<file path="src/rtl/aes_encrypt_sequencer.sv">
// aes_encrypt_sequencer
// Control sequencer for AES-128 encryption. Latches a plaintext and walks the
// cipher round order. Each step drives one shared transform unit through an
// enable/ready handshake and captures that unit's result.
//
// Ports:
//   Clk, Rst             clock (rising edge), synchronous active-low reset
//   En                   start/hold request (sampled in IDLE and DONE only)
//   PT / CT              plaintext in (sampled at start) / ciphertext register
//   Ry                   done flag (high in DONE)
//   SelKey               round key index 0..10, equals the current round
//   AddEn..MixEn         stage enables, at most one high, only in WAIT
//   AddRy..MixRy         stage readies, only the active stage's ready is used
//   Text / ModifiedText  state presented to the units / result returned
//   Err                  watchdog error (only with AES_ENC_TIMEOUT_EN)
//
// Optional feature macro: AES_ENC_TIMEOUT_EN adds a stage-ready watchdog of
// TIMEOUT_CYCLES WAIT cycles, an ERR state and the Err port.
module aes_encrypt_sequencer #(
   parameter int unsigned TIMEOUT_CYCLES = 255
) (
   input  logic         Clk,
   input  logic         Rst,
   input  logic         En,
   input  logic [127:0] PT,
   output logic [127:0] CT,
   output logic         Ry,
`ifdef AES_ENC_TIMEOUT_EN
   output logic         Err,
`endif
   output logic [3:0]   SelKey,
   output logic         AddEn,
   output logic         SubEn,
   output logic         ShiftEn,
   output logic         MixEn,
   input  logic         AddRy,
   input  logic         SubRy,
   input  logic         ShiftRy,
   input  logic         MixRy,
   output logic [127:0] Text,
   input  logic [127:0] ModifiedText
);

   localparam logic [3:0] LastRound = 4'd10;

   typedef enum logic [2:0] {
      StIdle,
      StWait,
      StStep,
`ifdef AES_ENC_TIMEOUT_EN
      StErr,
`endif
      StDone
   } seqState_e;

   typedef enum logic [1:0] {
      StgAdd,
      StgSub,
      StgShift,
      StgMix
   } stage_e;

   if (TIMEOUT_CYCLES == 0) begin : gBadTimeout
      $error("TIMEOUT_CYCLES must be nonzero");
   end

   seqState_e    stateQ, stateD;
   stage_e       stageQ, stageD;
   logic [3:0]   roundQ, roundD;
   logic [127:0] dataQ, dataD;
   logic [127:0] ctQ, ctD;
   logic         stageRy;

`ifdef AES_ENC_TIMEOUT_EN
   localparam int unsigned CntW = $clog2(TIMEOUT_CYCLES + 1);
   logic [CntW-1:0] waitCntQ, waitCntD;
`endif

   always_ff @(posedge Clk) begin
      if (!Rst) begin
         stateQ   <= StIdle;
         stageQ   <= StgAdd;
         roundQ   <= '0;
         dataQ    <= '0;
         ctQ      <= '0;
`ifdef AES_ENC_TIMEOUT_EN
         waitCntQ <= '0;
`endif
      end else begin
         stateQ   <= stateD;
         stageQ   <= stageD;
         roundQ   <= roundD;
         dataQ    <= dataD;
         ctQ      <= ctD;
`ifdef AES_ENC_TIMEOUT_EN
         waitCntQ <= waitCntD;
`endif
      end
   end

   // Only the ready of the stage being waited on is honoured.
   always_comb begin
      stageRy = 1'b0;
      unique case (stageQ)
         StgAdd:   stageRy = AddRy;
         StgSub:   stageRy = SubRy;
         StgShift: stageRy = ShiftRy;
         StgMix:   stageRy = MixRy;
      endcase
   end

   always_comb begin
      stateD   = stateQ;
      stageD   = stageQ;
      roundD   = roundQ;
      dataD    = dataQ;
      ctD      = ctQ;
`ifdef AES_ENC_TIMEOUT_EN
      // Counts WAIT cycles; any other state leaves it cleared for the next entry.
      waitCntD = (stateQ == StWait) ? waitCntQ + CntW'(1) : '0;
`endif
      case (stateQ)
         StIdle: begin
            if (En) begin
               dataD  = PT;
               roundD = '0;
               stageD = StgAdd;
               stateD = StWait;
            end
         end
         StWait: begin
            if (stageRy) begin
               dataD  = ModifiedText;
               stateD = StStep;
`ifdef AES_ENC_TIMEOUT_EN
            end else if (waitCntQ == CntW'(TIMEOUT_CYCLES - 1)) begin
               stateD = StErr;
`endif
            end
         end
         StStep: begin
            stateD = StWait;
            unique case (stageQ)
               StgAdd: begin
                  if (roundQ == LastRound) begin
                     stateD = StDone;
                     ctD    = dataQ;
                  end else begin
                     // SelKey moves only here, on entry to a round's first stage.
                     roundD = roundQ + 4'd1;
                     stageD = StgSub;
                  end
               end
               StgSub:   stageD = StgShift;
               // The final round skips MixColumns.
               StgShift: stageD = (roundQ == LastRound) ? StgAdd : StgMix;
               StgMix:   stageD = StgAdd;
            endcase
         end
         StDone: begin
            if (!En) stateD = StIdle;
         end
`ifdef AES_ENC_TIMEOUT_EN
         StErr: begin
            if (!En) stateD = StIdle;
         end
`endif
         default: stateD = StIdle;
      endcase
   end

   always_comb begin
      AddEn   = (stateQ == StWait) && (stageQ == StgAdd);
      SubEn   = (stateQ == StWait) && (stageQ == StgSub);
      ShiftEn = (stateQ == StWait) && (stageQ == StgShift);
      MixEn   = (stateQ == StWait) && (stageQ == StgMix);
      Text    = (stateQ == StWait) ? dataQ : '0;
      Ry      = (stateQ == StDone);
      CT      = ctQ;
      SelKey  = roundQ;
   end

`ifdef AES_ENC_TIMEOUT_EN
   assign Err = (stateQ == StErr);
`endif

endmodule

</file>
<file path="config.mk">
export PLATFORM = sky130hd
export DESIGN_NAME = aes_encrypt_sequencer
export DESIGN_NICKNAME = d
export VERILOG_FILES = /design/src/rtl/aes_encrypt_sequencer.sv
export SDC_FILE = /design/constraint.sdc
export NUM_CORES = 1
export LEC_CHECK = 0
export CAP_MARGIN = 20
export CORE_MARGIN = 3
export CORE_UTILIZATION = 25
export DETAILED_ROUTE_END_ITERATION = 8
export PLACE_DENSITY = 0.63
export REMOVE_ABC_BUFFERS = 1
export SYNTH_ARGS = -nofsm -noshare
export SYNTH_HDL_FRONTEND = slang
export SYNTH_SLANG_ARGS = --single-unit
</file>
<file path="constraint.sdc">
create_clock -name Clk -period 2.01 [get_ports Clk]
set_clock_uncertainty 0.1 [all_clocks]
set_input_delay 0.603 -clock Clk [delete_from_list [all_inputs] [get_ports Clk]]
set_output_delay 0.603 -clock Clk [all_outputs]
set_load 0.01 [all_outputs]
</file>
==> run_1/layers.png <==
(2 px per µm)
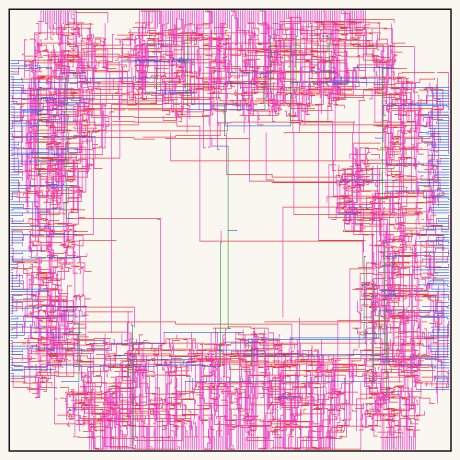
layer	color	wire length
M4	green	839 µm
M2	magenta	23.9 mm
M1	red	18900 µm
M3	blue	3640 µm

==> run_1/m4.png <==
(2 px per µm) Supply wires on this layer in gray.
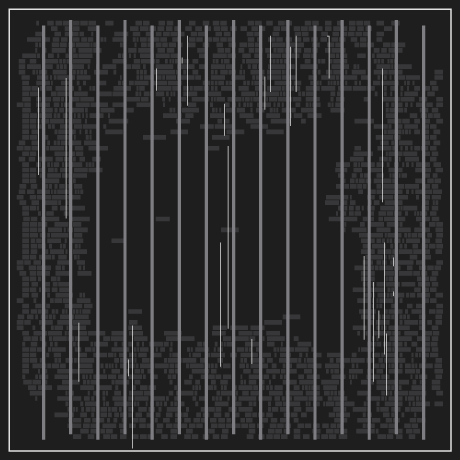
main direction	vertical
share of all routed wire	1.8%
total number of vias: 11793
Routed WL: 47300 µm

==> run_1/util_map.png <==
(1.5 px per µm) The die is cut into 22 by 22 equal tiles; white is low, dark blue is high, 0 to 100% covered.
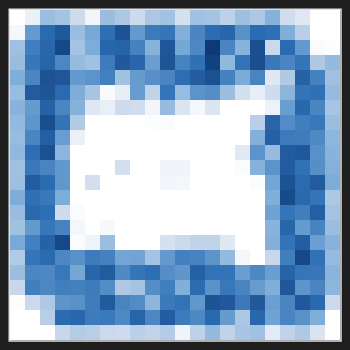
fullest tile	97%
emptiest ninth of the die	middle
tiles over 75% full	15%

==> flow_results.xml, run 1 <==
<?xml version="1.0" encoding="UTF-8"?>
<metrics>
  <group name="clocking">
    <metric name="holdBufCountCts" unit="">0</metric>
    <metric name="post_cts.resized_instances" unit="">541</metric>
  </group>
  <group name="cells_and_area">
    <metric name="fillerInstances" unit="">4284</metric>
    <metric name="buffer_area_frac" unit="">0.387</metric>
    <metric name="stdcell_count" unit="">2571</metric>
    <metric name="drive_gt1_frac" unit="">0.253</metric>
    <metric name="comb.multi_input.count" unit="">945</metric>
    <metric name="comb_area" unit="µm²">5700</metric>
    <metric name="flop-count" unit="">264</metric>
    <metric name="n_all_inverters" unit="">4</metric>
    <metric name="combAreaFraction" unit="">0.274</metric>
    <metric name="ff_latch_area" unit="µm²">5290</metric>
    <metric name="layout.clock_buffers" unit="">36</metric>
    <metric name="nNonClkBuffers" unit="">713</metric>
  </group>
  <group name="worst_setup_path">
    <metric name="critical_path.startpoint" unit="">stateQ[0]$_SDFFE_PN0P_</metric>
    <metric name="critPathRequiredTime" unit="ns">1.31</metric>
    <metric name="cp-endpoint" unit="">Text[2]</metric>
    <metric name="critical-path-top-cell-by-count" unit="">buf_6</metric>
    <metric name="cp_num_cells" unit="">7</metric>
    <metric name="path_cells" unit="">nor2b_4 &gt; buf_6 &gt; buf_16 &gt; buf_12 &gt; buf_6 &gt; and2_4 &gt; buf_6</metric>
    <metric name="reg2reg_slack" unit="ns">-0.24</metric>
    <metric name="crit_path_max_fanout" unit="">8</metric>
  </group>
  <group name="global_routing">
    <metric name="grt_start_max_net_pins" unit="">68</metric>
    <metric name="first_global_vias" unit="">11291</metric>
  </group>
  <group name="run">
    <metric name="max_cap_violations" unit="">0</metric>
  </group>
  <group name="timing">
    <metric name="final_period_minus_worst_setup_slack" unit="ns">2.53</metric>
    <metric name="final.setup.worst_slack" unit="ns">-0.521</metric>
    <metric name="transition_time_of_the_tightest_slew_check_pin" unit="ns">0.435</metric>
    <metric name="fin_tns_setup" unit="ns">-72.44</metric>
    <metric name="finalHoldViolCount" unit="">0</metric>
    <metric name="layout_worst_path_cycle_share" unit="">1.26</metric>
    <metric name="max_clk_rate" unit="MHz">395</metric>
    <metric name="timing.final.setup_violations" unit="">259</metric>
  </group>
  <group name="logic_synthesis">
    <metric name="synth-compound-area-share" unit="">0.185</metric>
    <metric name="postSynthSeqShare" unit="">0.461</metric>
    <metric name="synth.largest_area_cell" unit="">dfxtp_1</metric>
    <metric name="post_synth_mux_area_share" unit="">0.116</metric>
    <metric name="synth-area-yosys" unit="µm²">11500</metric>
    <metric name="yosysCellCount" unit="">1331</metric>
    <metric name="yosysUniqueCellTypes" unit="">42</metric>
  </group>
  <group name="power_and_ir_drop">
    <metric name="seq-power" unit="mW">5.82</metric>
    <metric name="p_switching" unit="mW">3.83</metric>
    <metric name="power_density" unit="nW/µm²">713</metric>
    <metric name="power_switching_share" unit="">0.259</metric>
    <metric name="clock_power_share" unit="">0.382</metric>
    <metric name="clockNetworkPower" unit="mW">5.66</metric>
    <metric name="total_power" unit="mW">14.8</metric>
    <metric name="p_leak" unit="nW">10.4</metric>
    <metric name="p_comb" unit="mW">3.35</metric>
    <metric name="pwr-share-seq" unit="">0.392</metric>
  </group>
  <group name="hold_path">
    <metric name="capture_endpoint_of_the_worst_hold_path" unit="">CT[70]$_SDFFE_PN0P_</metric>
  </group>
  <group name="floorplan">
    <metric name="chipArea" unit="µm²">48400</metric>
    <metric name="dieWidth" unit="µm">220</metric>
    <metric name="top_level_ports" unit="">528</metric>
    <metric name="floorplan.initialDensity" unit="">0.256</metric>
    <metric name="rows" unit="">77</metric>
    <metric name="die.size.y" unit="µm">220</metric>
  </group>
  <group name="run_status">
    <metric name="status" unit="">finished with violations</metric>
    <metric name="failing_checks" unit="">negative setup slack</metric>
  </group>
  <group name="drt">
    <metric name="final_antenna_net_count" unit="">0</metric>
    <metric name="via_per_inst" unit="">4.59</metric>
    <metric name="drt_pass1_iterations" unit="">5</metric>
  </group>
  <group name="place">
    <metric name="post-place-ws" unit="ns">-0.528</metric>
  </group>
</metrics>
## run 1: layer usage
layer	vias up	part of all wire	GRT usage
li1	5765	-	-
met1	5559	0.40	0.194
met2	408	0.51	0.307
met3	61	0.077	0.0375
met4	0	0.018	0.0352
met5	-	0	0
## run 1: cells in the mapped netlist (all sizes together)
cell type,instances
ha,2
o41ai,1
o21bai,1
nor2b,1
or3b,2
o22a,1
nor3b,2
a31oi,1
or3,1
dlymetal6s2s,1
clkbuf,55
nand4b,1
nand2,260
o22ai,1
a21oi,257
nand3b,1
o311a,1
and3b,1
o221ai,1
nand3,3
o21ai,130
a2111o,1
mux2i,133
a22oi,2
and2b,1
and3,2
clkinv,1
nor2,7
buf,62
and2,130
inv,3
dfxtp,264
a21o,1
==> run_1/clock_nets.png <==
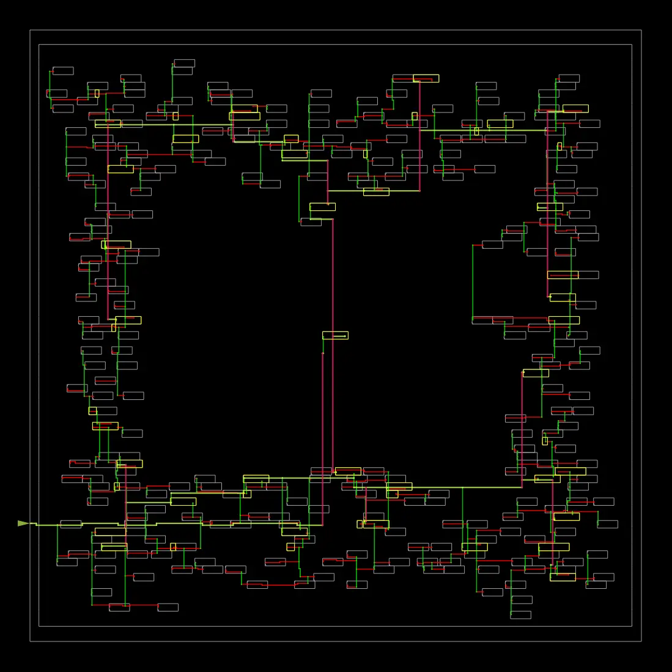

==> run 2, diff against run 1 <==
- CELL_PAD_IN_SITES_DETAIL_PLACEMENT: not set -> 0
- CELL_PAD_IN_SITES_GLOBAL_PLACEMENT: not set -> 1
- CORE_MARGIN: 3 -> 10
- PLACE_DENSITY: 0.63 -> 0.81
==> run_2/clock_nets.png <==
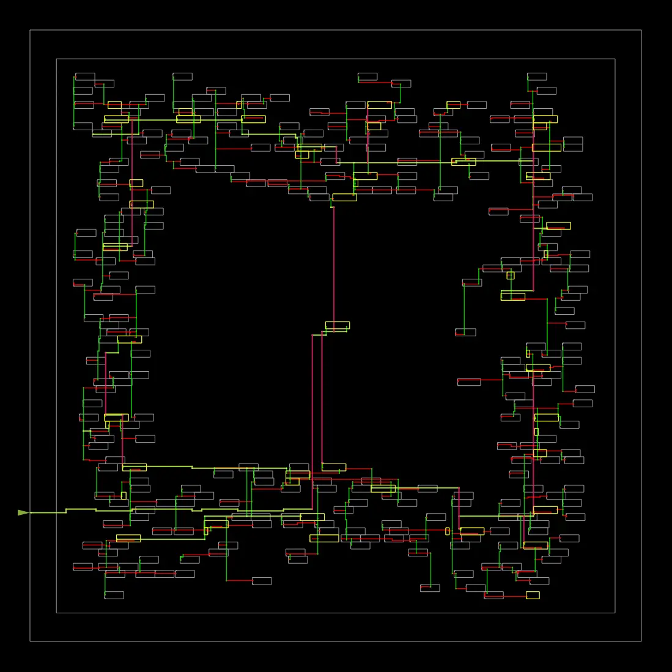
clkbuf count: 45
clock latency on the worst-skew pair: 0.55 ns
Num Clock Sinks: 264
Clk power: 5.47 mW

==> run_2/layers.png <==
(2 px per µm)
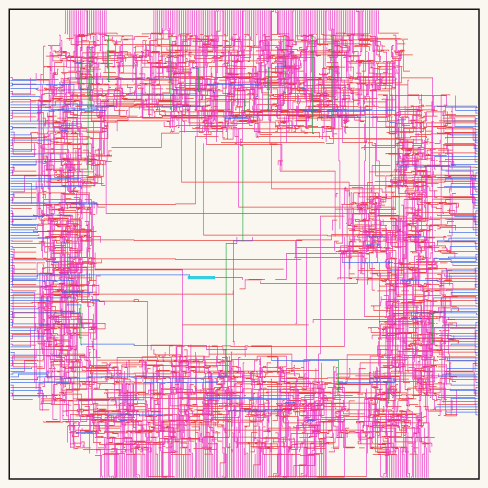
layer	color	wire length
M5	cyan	12.0 µm
M4	green	742 µm
M2	magenta	26.8 mm
M3	blue	3880 µm
M1	red	21.9 mm
total number of vias: 12085
Avg WL per Cell: 20.5 µm

==> run 2 against run 1 <==
  * The flow still finishes with violations (negative setup slack)
  * Setup slack gained 0.0043 ns
  * Power grew 1.3%
  * Design area grew 0.81%
  * Combinational power grew about 10%
  * Largest cell class unchanged
==> flow_results.xml, run 2 <==
<?xml version="1.0" encoding="UTF-8"?>
<metrics>
  <group name="run_status">
    <metric name="status" unit="">finished with violations</metric>
    <metric name="failing_checks" unit="">negative setup slack</metric>
  </group>
  <group name="logic_synthesis">
    <metric name="synth_dominant_cell_count" unit="">dfxtp_1</metric>
    <metric name="postSynth.asyncResetShare" unit="">0</metric>
    <metric name="yosys-top-cells-count" unit="">dfxtp_1 (264), nand2_1 (260), a21oi_1 (233), mux2i_1 (133), and2_1 (130)</metric>
    <metric name="yosysCellCount" unit="">1331</metric>
    <metric name="postSynthSeqShare" unit="">0.461</metric>
    <metric name="synth-compound-area-share" unit="">0.185</metric>
    <metric name="synth-area-yosys" unit="µm²">11500</metric>
    <metric name="synth.largest_area_cell" unit="">dfxtp_1</metric>
    <metric name="post_synth_mux_area_share" unit="">0.116</metric>
    <metric name="yosysUniqueCellTypes" unit="">42</metric>
  </group>
  <group name="floorplan">
    <metric name="rows" unit="">78</metric>
    <metric name="chipArea" unit="µm²">54800</metric>
    <metric name="dieWidth" unit="µm">234</metric>
  </group>
  <group name="cells_and_area">
    <metric name="ff_latch_area" unit="µm²">5290</metric>
    <metric name="drive_gt1_frac" unit="">0.307</metric>
    <metric name="comb.multi_input.count" unit="">945</metric>
    <metric name="stdcell_count" unit="">2606</metric>
    <metric name="comb_area" unit="µm²">6100</metric>
    <metric name="combAreaFraction" unit="">0.291</metric>
    <metric name="flop-count" unit="">264</metric>
    <metric name="buffer_area_frac" unit="">0.374</metric>
    <metric name="n_all_inverters" unit="">4</metric>
  </group>
  <group name="drt">
    <metric name="drt_pass1_iterations" unit="">4</metric>
    <metric name="wl" unit="µm">53300</metric>
    <metric name="final_antenna_net_count" unit="">0</metric>
    <metric name="via_per_inst" unit="">4.64</metric>
    <metric name="met2_length" unit="µm">26800</metric>
  </group>
  <group name="worst_setup_path">
    <metric name="critPathRequiredTime" unit="ns">1.31</metric>
    <metric name="crit_path_max_fanout" unit="">6</metric>
  </group>
  <group name="global_routing">
    <metric name="met2_resource_use_gr" unit="">0.278</metric>
    <metric name="grt_most_used_layer" unit="">met2</metric>
    <metric name="globalRouteMet1Util" unit="">0.185</metric>
    <metric name="first_global_vias" unit="">11420</metric>
  </group>
  <group name="timing">
    <metric name="finalHoldViolCount" unit="">0</metric>
    <metric name="final_period_minus_worst_setup_slack" unit="ns">2.53</metric>
    <metric name="final.setup.worst_slack" unit="ns">-0.516</metric>
    <metric name="transition_time_of_the_tightest_slew_check_pin" unit="ns">0.490</metric>
    <metric name="timing.final.setup_violations" unit="">244</metric>
  </group>
  <group name="power_and_ir_drop">
    <metric name="clock_power_share" unit="">0.364</metric>
    <metric name="p_switching" unit="mW">4.07</metric>
    <metric name="seq-power" unit="mW">5.84</metric>
    <metric name="total_power" unit="mW">15.0</metric>
  </group>
  <group name="clocking">
    <metric name="post_cts.resized_instances" unit="">549</metric>
  </group>
  <group name="run">
    <metric name="max_cap_violations" unit="">0</metric>
  </group>
</metrics>
==> run 2: cell counts after synthesis <==
No cell type changed its count.
==> run 2: final timing paths <==
check / startpoint / end / slack (ns) / depth (start not counted)
worst max-delay path: stateQ[1]$_SDFFE_PN0P_ / Text[51] / -0.52 / 7
worst min register to register: CT[43]$_SDFFE_PN0P_ / CT[43]$_SDFFE_PN0P_ / 0.35 / 2
worst min-delay path: Rst / dataQ[13]$_SDFFE_PN0P_ / 0.32 / 3
worst max register to register: stateQ[1]$_SDFFE_PN0P_ / dataQ[81]$_SDFFE_PN0P_ / -0.26 / 11
==> run 2: worst max-delay path, delay by kind of cell, from the launching register on <==
family	cells	cell delay (ns)
buf+inv	5	0.61
simple gates	2	0.30
flops	1	0.36
Power is estimated from default activity; no workload was simulated.
